## src/rtl/div_pkg.sv

```systemverilog
// Shared types and sizing helpers for the sequential divider.
package div_pkg;

   typedef enum logic [1:0] {
      IDLE   = 2'd0,
      CALC   = 2'd1,
      FINISH = 2'd2
   } state_t;

   localparam int unsigned DEFAULT_WIDTH = 16;
   localparam int unsigned DEFAULT_CNT_W = $clog2(DEFAULT_WIDTH + 1);

   // Counter width able to hold the value WIDTH.
   function automatic int unsigned cnt_width(input int unsigned width);
      return $clog2(width + 1);
   endfunction

endpackage

```

## src/rtl/div_step.sv

```systemverilog
// One restoring-division step: shift in a dividend bit, trial-subtract, restore on borrow.
module div_step #(
   parameter int unsigned WIDTH = 16
) (
   input  logic [WIDTH-1:0] rem_in,
   input  logic             bit_in,
   input  logic [WIDTH-1:0] divisor,
   output logic [WIDTH-1:0] rem_next_c,
   output logic             q_bit_c
);

   logic [WIDTH:0] shifted;
   logic [WIDTH:0] diff;

   // rem_in < divisor always, so the difference fits WIDTH+1 bits with a valid sign bit.
   always_comb begin
      shifted    = {rem_in, bit_in};
      diff       = shifted - {1'b0, divisor};
      q_bit_c    = ~diff[WIDTH];
      rem_next_c = diff[WIDTH] ? shifted[WIDTH-1:0] : diff[WIDTH-1:0];
   end

endmodule

```

## src/rtl/seq_divider.sv

```systemverilog
// Iterative radix-2 restoring divider with signed/unsigned mode and start/busy/done handshake.
module seq_divider
   import div_pkg::*;
#(
   parameter int unsigned WIDTH = 16
) (
   input  logic             clk,
   input  logic             rst_n,
   input  logic             start,
   input  logic             signed_mode,
   input  logic [WIDTH-1:0] x,
   input  logic [WIDTH-1:0] y,
   output logic             busy,
   output logic             done,
   output logic [WIDTH-1:0] quo,
   output logic [WIDTH-1:0] rem,
   output logic             invalid_flag,
   output logic             negative,
   output logic             zero,
   output logic             cout,
   output logic             overflow
);

   localparam int unsigned CW = cnt_width(WIDTH);

   state_t           state, state_next;
   logic [WIDTH-1:0] dvd;
   logic [WIDTH-1:0] dvs;
   logic [WIDTH-1:0] rem_w;
   logic [CW-1:0]    cnt;
   logic             sign_q, sign_r, div0, ovf;

   logic             accept_c;
   logic             y_zero_c, ovf_c;
   logic [WIDTH-1:0] x_abs_c, y_abs_c;
   logic [WIDTH-1:0] rem_step_c, quo_fix_c, rem_fix_c;
   logic             q_bit_c;

   // Operand conditioning; the most negative value maps to its unsigned magnitude.
   always_comb begin
      x_abs_c   = (signed_mode && x[WIDTH-1]) ? WIDTH'(-x) : x;
      y_abs_c   = (signed_mode && y[WIDTH-1]) ? WIDTH'(-y) : y;
      y_zero_c  = (y == '0);
      ovf_c     = signed_mode && (x == {1'b1, {(WIDTH-1){1'b0}}}) && (y == '1);
      quo_fix_c = sign_q ? WIDTH'(-dvd) : dvd;
      rem_fix_c = sign_r ? WIDTH'(-rem_w) : rem_w;
   end

   div_step #(.WIDTH(WIDTH)) u_step (
      .rem_in     (rem_w),
      .bit_in     (dvd[WIDTH-1]),
      .divisor    (dvs),
      .rem_next_c (rem_step_c),
      .q_bit_c    (q_bit_c)
   );

   // State register.
   always_ff @(posedge clk or negedge rst_n) begin
      if (!rst_n) state <= IDLE;
      else        state <= state_next;
   end

   // Next-state logic; a zero divisor skips the iteration entirely.
   always_comb begin
      state_next = state;
      accept_c   = 1'b0;
      case (state)
         IDLE: begin
            if (start) begin
               accept_c   = 1'b1;
               state_next = y_zero_c ? FINISH : CALC;
            end
         end
         CALC:    if (cnt == CW'(1)) state_next = FINISH;
         FINISH:  state_next = IDLE;
         default: state_next = IDLE;
      endcase
   end

   // Datapath: operand capture, one quotient bit per cycle, sign fix-up and result registers.
   always_ff @(posedge clk or negedge rst_n) begin
      if (!rst_n) begin
         busy         <= 1'b0;
         done         <= 1'b0;
         quo          <= '0;
         rem          <= '0;
         invalid_flag <= 1'b0;
         negative     <= 1'b0;
         zero         <= 1'b0;
         cout         <= 1'b0;
         overflow     <= 1'b0;
         dvd          <= '0;
         dvs          <= '0;
         rem_w        <= '0;
         cnt          <= '0;
         sign_q       <= 1'b0;
         sign_r       <= 1'b0;
         div0         <= 1'b0;
         ovf          <= 1'b0;
      end else begin
         busy <= (state_next != IDLE);
         done <= 1'b0;
         case (state)
            IDLE: begin
               if (accept_c) begin
                  dvs  <= y_abs_c;
                  cnt  <= CW'(WIDTH);
                  div0 <= y_zero_c;
                  ovf  <= ovf_c;
                  if (y_zero_c) begin
                     // Quotient all ones, remainder is the raw dividend.
                     dvd    <= '1;
                     rem_w  <= x;
                     sign_q <= 1'b0;
                     sign_r <= 1'b0;
                  end else begin
                     dvd    <= x_abs_c;
                     rem_w  <= '0;
                     sign_q <= signed_mode & (x[WIDTH-1] ^ y[WIDTH-1]);
                     sign_r <= signed_mode & x[WIDTH-1];
                  end
               end
            end
            CALC: begin
               rem_w <= rem_step_c;
               dvd   <= {dvd[WIDTH-2:0], q_bit_c};
               cnt   <= cnt - CW'(1);
            end
            FINISH: begin
               quo          <= quo_fix_c;
               rem          <= rem_fix_c;
               done         <= 1'b1;
               negative     <= quo_fix_c[WIDTH-1];
               zero         <= (quo_fix_c == '0);
               invalid_flag <= div0;
               overflow     <= ovf;
               cout         <= 1'b0;
            end
            default: ;
         endcase
      end
   end

endmodule
```

## config.mk

```make
export PLATFORM = sky130hd
export DESIGN_NAME = seq_divider
export DESIGN_NICKNAME = d
export VERILOG_FILES = /design/src/rtl/div_pkg.sv /design/src/rtl/div_step.sv /design/src/rtl/seq_divider.sv
export SDC_FILE = /design/constraint.sdc
export NUM_CORES = 1
export LEC_CHECK = 0
export CAP_MARGIN = 20
export CORE_MARGIN = 2
export CORE_UTILIZATION = 30
export DETAILED_ROUTE_END_ITERATION = 8
export HOLD_SLACK_MARGIN = 0.05
export PLACE_DENSITY = 0.53
export SLEW_MARGIN = 30
export SYNTH_ARGS = -nofsm -noshare
export SYNTH_HDL_FRONTEND = slang
export SYNTH_SLANG_ARGS = --single-unit
```

## constraint.sdc

```tcl
create_clock -name clk -period 7.1 [get_ports clk]
set_input_delay 1.775 -clock clk [delete_from_list [all_inputs] [get_ports clk]]
set_output_delay 1.775 -clock clk [all_outputs]
set_load 0.01 [all_outputs]
```

Clock distribution:
Bar = 50 µm.
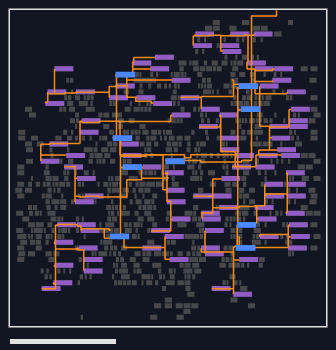
[flip-flops] purple | count: 96
[clock wires] orange | length: 1440 µm
[cells driving clock nets] blue | count: 9
routed clock nets: 10
skew final: 0.00741 ns
P_clk: 0.509 mW

Cell placement:
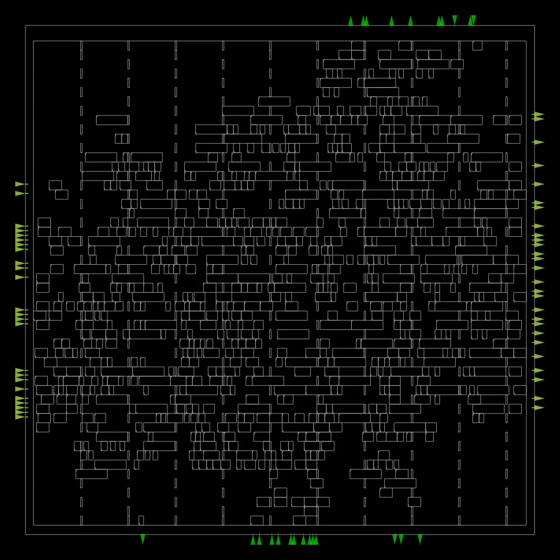
total core area: 20400 µm²
Seq/total area: 32.0%

Gate families picked out:
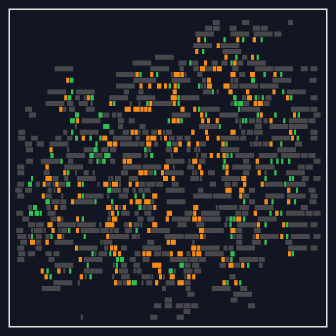
[NAND gates] green | cells: 140 | most used: nand2_1
[inverting AOI/OAI gates] orange | cells: 203 | most used: o21ai_0

Placed cells, one color a class:
Bar = 50 µm.
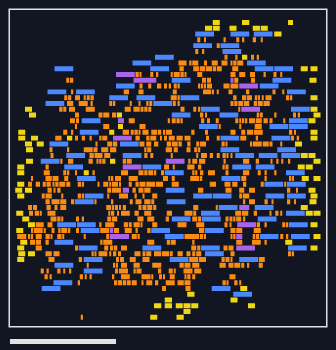
[clock drivers and dummy loads] purple | cells: 16
[all other logic] orange | cells: 600
[other buffers and delay cells] yellow | cells: 80
[flip-flops] blue | cells: 96

==> metrics.csv <==
stage,metric,value,unit
floorplan,FP Rows,52,
layout,FF/Latch Area,2400,µm²
worst_setup_path,CP max stage delay,0.63,ns
synth,Largest cells by area,"dfrtp_1, nand2_1, xor2_1",
place,DP Area,7210,µm²
worst_setup_path,"Req. time, crit path",7.36,ns
layout,Fill cells,2121,
worst_setup_path,CP Class,primary input to register,
layout,"Design Area, Final",7520,µm²
floorplan,Core Util at FP,30.8,%
min_path,critical hold path startpoint,cnt[4],
run_status,status,"complete, no violations",
final_timing,setup TNS,0,ns
layout,fin cells,1062,
clock_tree,CTS resizes,0,
routing,DRC Markers,0,
routing,WL per Instance,15.7,µm
routing,post-DR vias/cell,5.02,
power_and_ir_drop,maximum VDD drop,0.204,mV
power_and_ir_drop,Pleak,3.19,nW
synth,post-synthesis sequential area ratio,38.3,%
per-layer routing:
layer  GRT usage [%]  vias to the layer above  routed length (µm)
met3            1.75                       19                 597
met2            22.5                      113                6890
li1                -                     2706                   -
met1            24.1                     2494                8750
met5               0                        -                   0
met4            5.86                        0                 394
stage by stage:
stage / hold WS [ns] / power [mW]
floorplan: 0.439 / 2.54
global placement: 0.463 / 3.11
detailed placement: 0.467 / 3.13
CTS: 0.479 / 3.66
global route: 0.498 / 3.99
finish: 0.471 / 3.63
power groups by stage:
stage	Sequential (mW)	Clock [mW]	Combinational (mW)
after floorplan	1.01	0	1.53
after CTS	1.08	0.528	2.05
after detailed placement	1.09	0	2.05
final	1.07	0.509	2.05
after global placement	1.08	0	2.03
after global routing	1.12	0.552	2.32
worst max-delay path, delay by kind of cell:
| family | cells | cell delay [ns] |
|---|---|---|
| adder cells (fa/ha/maj) | 1 | 0.16 |
| buffers and inverters | 2 | 0.56 |
| AND-OR/OR-AND | 3 | 0.41 |
| AND/OR/NAND/NOR | 4 | 1.63 |
cell type report:
class	instances	area share [%]
Multi-Input combinational cell	569	47.6
Sequential cell	96	32.0
Timing Repair Buffer	80	10.4
Tap cell	270	4.49
Clock buffer	10	3.18
Inverter	31	1.55
Clock inverter	6	0.882
final timing paths:
kind                             endpoint  slack, ns  depth (start not counted)
worst max-delay path            rem_w[13]       2.83                         10
worst min-delay path               cnt[4]       0.47                          1
worst max register to register   rem_w[0]       3.98                         11
worst min register to register     cnt[4]       0.47                          1
max in group asynchronous          dvd[0]       4.55                          2
min in group asynchronous          quo[8]       1.34                          1
kinds of logic (layout without fill, tap and decap cells):
kind of cell    count (synthesis)  in the layout  share of synthesized area [%]
simple gates                  236            236                           18.0
compound gates                220            220                           21.1
flops                          96             96                           38.3
buf+inv                        67            127                           4.88
xor+xnor                       66             66                           9.20
fa+ha+maj                      25             25                           5.10
mux                            21             21                           3.45
other cells                     1              1                         0.0597
state kept, by name (all words and copies together), names as in the netlist:
register      flops
dvd              16
dvs              16
quo              16
rem              16
rem_w            16
cnt               5
state             2
busy              1
div0              1
done              1
invalid_flag      1
overflow          1
ovf               1
sign_q            1
sign_r            1
zero              1
Yosys cell counts (all sizes together), types with 2 or more instances:
master	instances
a211oi	3
a21o	6
a21oi	41
a221o	2
a22oi	15
a311oi	3
a31oi	6
and2	7
and3	3
and4	2
buf	10
clkbuf	26
dfrtp	96
ha	24
inv	31
mux2	5
mux2i	16
nand2	107
nand2b	10
nand3	12
nand3b	3
nand4	7
nor2	41
nor2b	8
nor3	10
nor4	7
nor4b	2
o2111ai	2
o211ai	2
o21a	4
o21ai	100
o22ai	4
o31a	2
o31ai	18
o41ai	3
or3	5
or4	8
xnor2	23
xor2	43
No activity file was given, so power comes from the tool's default toggle rates.
